File: src/rtl/segment_if.sv
// segment_if: seven-segment display bus and the decoder's monitor outputs
interface segment_if;
    logic [6:0] segment;
    logic [3:0] digit;
    logic       digit_valid;
    logic       digit_strobe;
    logic       step_up;
    logic       step_down;
    logic       jump;
    logic       invalid;
    logic [7:0] err_count;
    modport master (
        output segment,
        input  digit, digit_valid, digit_strobe, step_up, step_down, jump, invalid, err_count
    );
    modport slave (
        input  segment,
        output digit, digit_valid, digit_strobe, step_up, step_down, jump, invalid, err_count
    );
endinterface

File: src/rtl/segment_decoder.sv
// segment_decoder: debounces the segment bus, decodes it to a BCD digit and classifies each change
module segment_decoder #(
    parameter int STABLE_CYCLES = 4,
    parameter bit ACTIVE_LOW    = 1'b0
) (
    input logic      clk,
    input logic      rst,
    segment_if.slave bus
);
    localparam int CW = $clog2(STABLE_CYCLES + 1);
    localparam logic [CW-1:0] SMAX = CW'(STABLE_CYCLES);
    typedef enum logic {EMPTY, HAVE_DIGIT} state_t;
    state_t state, state_n;
    logic [6:0] seg_in, seg_q, acc;
    logic [CW-1:0] cnt;
    logic [3:0] val, up_d, dn_d;
    logic legal, blank, accept, up_n, dn_n, jp_n;
    assign seg_in = ACTIVE_LOW ? ~bus.segment : bus.segment;
    assign blank  = seg_q == 7'h00;
    assign accept = cnt == SMAX && seg_q != acc;
    assign up_d   = bus.digit == 4'd9 ? 4'd0 : bus.digit + 4'd1;
    assign dn_d   = bus.digit == 4'd0 ? 4'd9 : bus.digit - 4'd1;
    always_comb begin
        legal = 1'b1;
        val   = 4'd0;
        case (seg_q)
            7'h3F: val = 4'd0;
            7'h06: val = 4'd1;
            7'h5B: val = 4'd2;
            7'h4F: val = 4'd3;
            7'h66: val = 4'd4;
            7'h6D: val = 4'd5;
            7'h7D: val = 4'd6;
            7'h07: val = 4'd7;
            7'h7F: val = 4'd8;
            7'h6F: val = 4'd9;
            default: legal = 1'b0;
        endcase
    end
    always_comb begin
        state_n = state;
        up_n    = 1'b0;
        dn_n    = 1'b0;
        jp_n    = 1'b0;
        if (accept) begin
            state_n = legal ? HAVE_DIGIT : EMPTY;
            if (legal && state == HAVE_DIGIT) begin
                up_n = val == up_d;
                dn_n = val == dn_d;
                jp_n = !(val == up_d) && !(val == dn_d);
            end
        end
    end
    always_ff @(posedge clk) begin
        if (rst) begin
            state            <= EMPTY;
            seg_q            <= '0;
            acc              <= '0;
            cnt              <= '0;
            bus.digit        <= '0;
            bus.digit_valid  <= 1'b0;
            bus.digit_strobe <= 1'b0;
            bus.step_up      <= 1'b0;
            bus.step_down    <= 1'b0;
            bus.jump         <= 1'b0;
            bus.invalid      <= 1'b0;
            bus.err_count    <= '0;
        end else begin
            state            <= state_n;
            seg_q            <= seg_in;
            cnt              <= seg_in != seg_q ? CW'(1) : (cnt == SMAX ? cnt : cnt + CW'(1));
            bus.digit_strobe <= accept;
            bus.step_up      <= up_n;
            bus.step_down    <= dn_n;
            bus.jump         <= jp_n;
            if (accept) begin
                acc             <= seg_q;
                bus.digit       <= legal ? val : bus.digit;
                bus.digit_valid <= legal;
                bus.invalid     <= !legal && !blank;
                bus.err_count   <= (!legal && !blank && bus.err_count != 8'hFF) ? bus.err_count + 8'd1 : bus.err_count;
            end
        end
    end
endmodule

File: src/flat_wrapper.sv
// flat-port wrapper written by rule: the top's interface ports become plain ports
module segment_decoder_flat 
#(
    parameter int STABLE_CYCLES = 4,
    parameter bit ACTIVE_LOW    = 1'b0
)
  (clk, rst, bus_segment, bus_digit, bus_digit_valid, bus_digit_strobe, bus_step_up, bus_step_down, bus_jump, bus_invalid, bus_err_count);
  segment_if bus_i ();
  input logic clk;
  input logic rst;
  input wire logic [$bits(bus_i.segment)-1:0] bus_segment;
  output wire logic [$bits(bus_i.digit)-1:0] bus_digit;
  output wire logic [$bits(bus_i.digit_valid)-1:0] bus_digit_valid;
  output wire logic [$bits(bus_i.digit_strobe)-1:0] bus_digit_strobe;
  output wire logic [$bits(bus_i.step_up)-1:0] bus_step_up;
  output wire logic [$bits(bus_i.step_down)-1:0] bus_step_down;
  output wire logic [$bits(bus_i.jump)-1:0] bus_jump;
  output wire logic [$bits(bus_i.invalid)-1:0] bus_invalid;
  output wire logic [$bits(bus_i.err_count)-1:0] bus_err_count;
  assign bus_i.segment = bus_segment;
  assign bus_digit = bus_i.digit;
  assign bus_digit_valid = bus_i.digit_valid;
  assign bus_digit_strobe = bus_i.digit_strobe;
  assign bus_step_up = bus_i.step_up;
  assign bus_step_down = bus_i.step_down;
  assign bus_jump = bus_i.jump;
  assign bus_invalid = bus_i.invalid;
  assign bus_err_count = bus_i.err_count;
  segment_decoder #(.STABLE_CYCLES(STABLE_CYCLES), .ACTIVE_LOW(ACTIVE_LOW)) u_core (.clk(clk), .rst(rst), .bus(bus_i));
endmodule
File: config.mk
export PLATFORM = sky130hd
export DESIGN_NAME = segment_decoder_flat
export DESIGN_NICKNAME = d
export VERILOG_FILES = /design/src/rtl/segment_if.sv /design/src/rtl/segment_decoder.sv /design/src/flat_wrapper.sv
export SDC_FILE = /design/constraint.sdc
export NUM_CORES = 1
export LEC_CHECK = 0
export CORE_UTILIZATION = 49
export DETAILED_ROUTE_END_ITERATION = 12
export GPL_ROUTABILITY_DRIVEN = 0
export PLACE_DENSITY = 0.76
export SYNTH_ARGS = -nofsm -noshare
export SYNTH_HDL_FRONTEND = slang
export SYNTH_SLANG_ARGS = --single-unit
File: constraint.sdc
create_clock -name clk -period 2.3 [get_ports clk]
set_input_delay 0.345 -clock clk [delete_from_list [all_inputs] [get_ports clk]]
set_output_delay 0.345 -clock clk [all_outputs]
set_load 0.03 [all_outputs]
==> reports/qor_table.md <==
| Metric | Value | Unit |
|---|---|---|
| Most instantiated flip-flop cell in the synthesis netlist | dfxtp_1 | - |
| Number of enable flip-flop cells | 0 | - |
| Post-route ant nets | 0 | - |
| Status | completed | - |
| Pin count of the biggest net entering global routing | 18 | - |
| Iteration count of the initial detailed-routing pass | 4 | - |
| Final Total Pwr | 1.14 | mW |
| Capturing element type of the critical path | flop | - |
| Setup TNS | 0 | ps |
| Number of standard cells after synthesis | 226 | - |
| Crit-path max FO | 7 | - |
| Final Instance Area | 0.00241 | mm² |
| First DRT Iteration DRCs | 122 | - |
| Die Outline Area | 0.00410 | mm² |
| Mean post-synth cell area | 8.35 | µm² |
| Sum of overflow across all layers after global routing | 0 | - |
| Placed wire-length estimate | 2.89 | mm |
| Die extent in x | 64.1 | µm |
| Top delay family on crit path | simple AND/OR/NAND/NOR gates | - |
| CTS buffer count | 5 | - |
| Max clock buf depth | 2 | - |
| Number of antenna violations at the first check in global routing | 0 | - |
| Slew at the pin closest to its max-slew limit | 614 | ps |
| Area post-placement | 0.00230 | mm² |
| Worst EP arrival | 2470 | ps |
| Cells along the critical path | nor4bb_4, and3b_1, or3_4, or4_4, or4_1, a21oi_1 | - |
| Area share, top type | 37.1 | % |
| Proportion of register bits with asynchronous set or reset after synthesis | 0 | % |
| Buffers added on ports | 26 | - |
| Sequential fraction of the synthesis area | 37.1 | % |
| Post-synth regs | 35 | - |
| Number of library cell types mapped by synthesis | 46 | - |
| Wire length after detailed routing | 3.79 | mm |
==> worst min-delay path: cells and delay by family (launching register included) <==
kind,cells,cell delay [ps]
compound gates,1,50
simple gates,1,50
flops,1,310
==> sequential cells by signal, indices dropped and copies added, names as in the netlist, 3 cells and up <==
register              flops
u_core.acc                7
u_core.bus.digit          4
u_core.seg_q              7
u_core.bus.err_count      8
u_core.cnt                3
==> layer usage <==
metal	up-vias	part of all wire [%]	GRT usage, %
met5	-	0	0
met2	32	48	34.0
met4	0	0.26	4.26
met1	762	48	25.9
li1	877	-	-
met3	2	4.3	6.61
==> stage by stage <==
step / setup WS [ps] / hold slack (ps)
floorplan: -81.9 / 448
global placement: 47.4 / 454
detailed placement: -6.00 / 454
CTS: 5.54 / 463
global route: -37.1 / 488
finish: 47.8 / 466
==> where the power goes <==
| group | internal (mW) | switching [mW] |
|---|---|---|
| clock network | 0.212 | 0.210 |
| logic | 0.0513 | 0.0458 |
| registers | 0.615 | 0.00909 |
==> logic make-up (layout without fill, tap and decap cells) <==
family | Yosys count | after routing | share of synthesized area [%]
flip-flops | 35 | 35 | 37.1
adder cells (fa/ha/maj) | 3 | 3 | 1.99
AND/OR/NAND/NOR | 97 | 97 | 28.4
AND-OR/OR-AND | 43 | 43 | 14.4
multiplexers | 4 | 4 | 2.19
buffers and inverters | 22 | 62 | 5.70
XOR/XNOR | 22 | 22 | 10.2
==> synth_stat cells (all sizes together) (4+ instances only) <==
master,n
or4,4
nor4,5
inv,8
or3,4
xor2,7
buf,8
nand3,4
clkbuf,6
nor2,12
nor3,6
o21ai,7
xnor2,15
dfxtp,35
nand2,30
nor2b,9
a21oi,18
==> cell type report <==
| class | instances | area [µm²] | area share (%) |
|---|---|---|---|
| Clock buffer | 7 | 76.3 | 3.17 |
| Timing Repair Buffer | 46 | 410 | 17.0 |
| Tap cell | 48 | 60.1 | 2.49 |
| Multi-Input combinational cell | 169 | 1120 | 46.5 |
| Inverter | 8 | 30.0 | 1.25 |
| Clock inverter | 1 | 5.00 | 0.208 |
| Sequential cell | 35 | 707 | 29.4 |
==> worst paths after layout <==
check | slack [ps] | cells past startpoint | start | to
setup / recovery | 50 | 6 | u_core.seg_q[2]$_SDFF_PP0_ | u_core.bus.err_count[3]$_SDFFE_PP0P_
hold / removal | 470 | 2 | u_core.bus.invalid$_SDFFE_PP0P_ | u_core.bus.invalid$_SDFFE_PP0P_
setup reg to reg | 50 | 6 | u_core.seg_q[2]$_SDFF_PP0_ | u_core.bus.err_count[3]$_SDFFE_PP0P_
hold reg to reg | 470 | 2 | u_core.bus.invalid$_SDFFE_PP0P_ | u_core.bus.invalid$_SDFFE_PP0P_
==> repair_timing <==
action	CTS	global route
pin swaps	0	1
endpoints found under the setup margin	2	7
gates resized	2	8
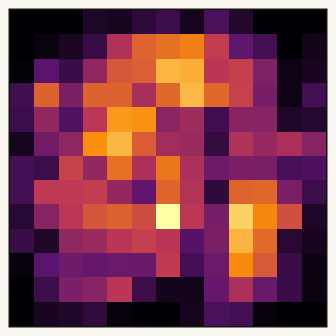
Figure 1: routed metal per tile.
13 x 13 tiles, from black (low) to pale yellow (high), scaled to the fullest tile. Values are wire area over tile area, all layers added.
- tiles over half the peak: 25%
- mean over tiles: 0.14
- fullest tile: 0.44
- nearly empty tiles: 8.9%
All-Layer GR Usage: 20.5%
via count: 1673

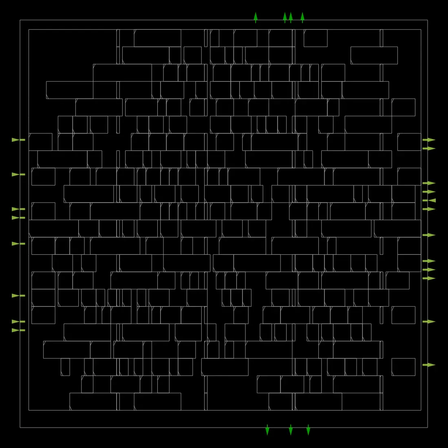
Figure 2: cell placement.
final standard cell count with taps included and fillers excluded: 314
Post-Route Utilization: 65.3%
number of inserted filler cells in the final layout: 334
number of core rows: 22

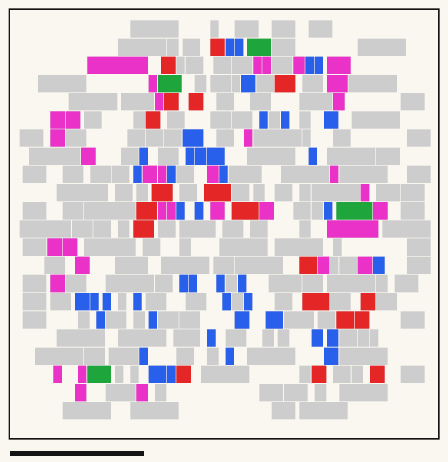
Figure 3: gate-type map.
Scale bar: 20 µm.
- NAND gates: blue (cells 43; most used nand2_1)
- multiplexers: green (cells 4; most used mux2i_1)
- NOR gates: magenta (cells 35; most used nor2_1; where all over the die)
- AND and OR gates: red (cells 19)

Power is estimated from default activity; no workload was simulated.
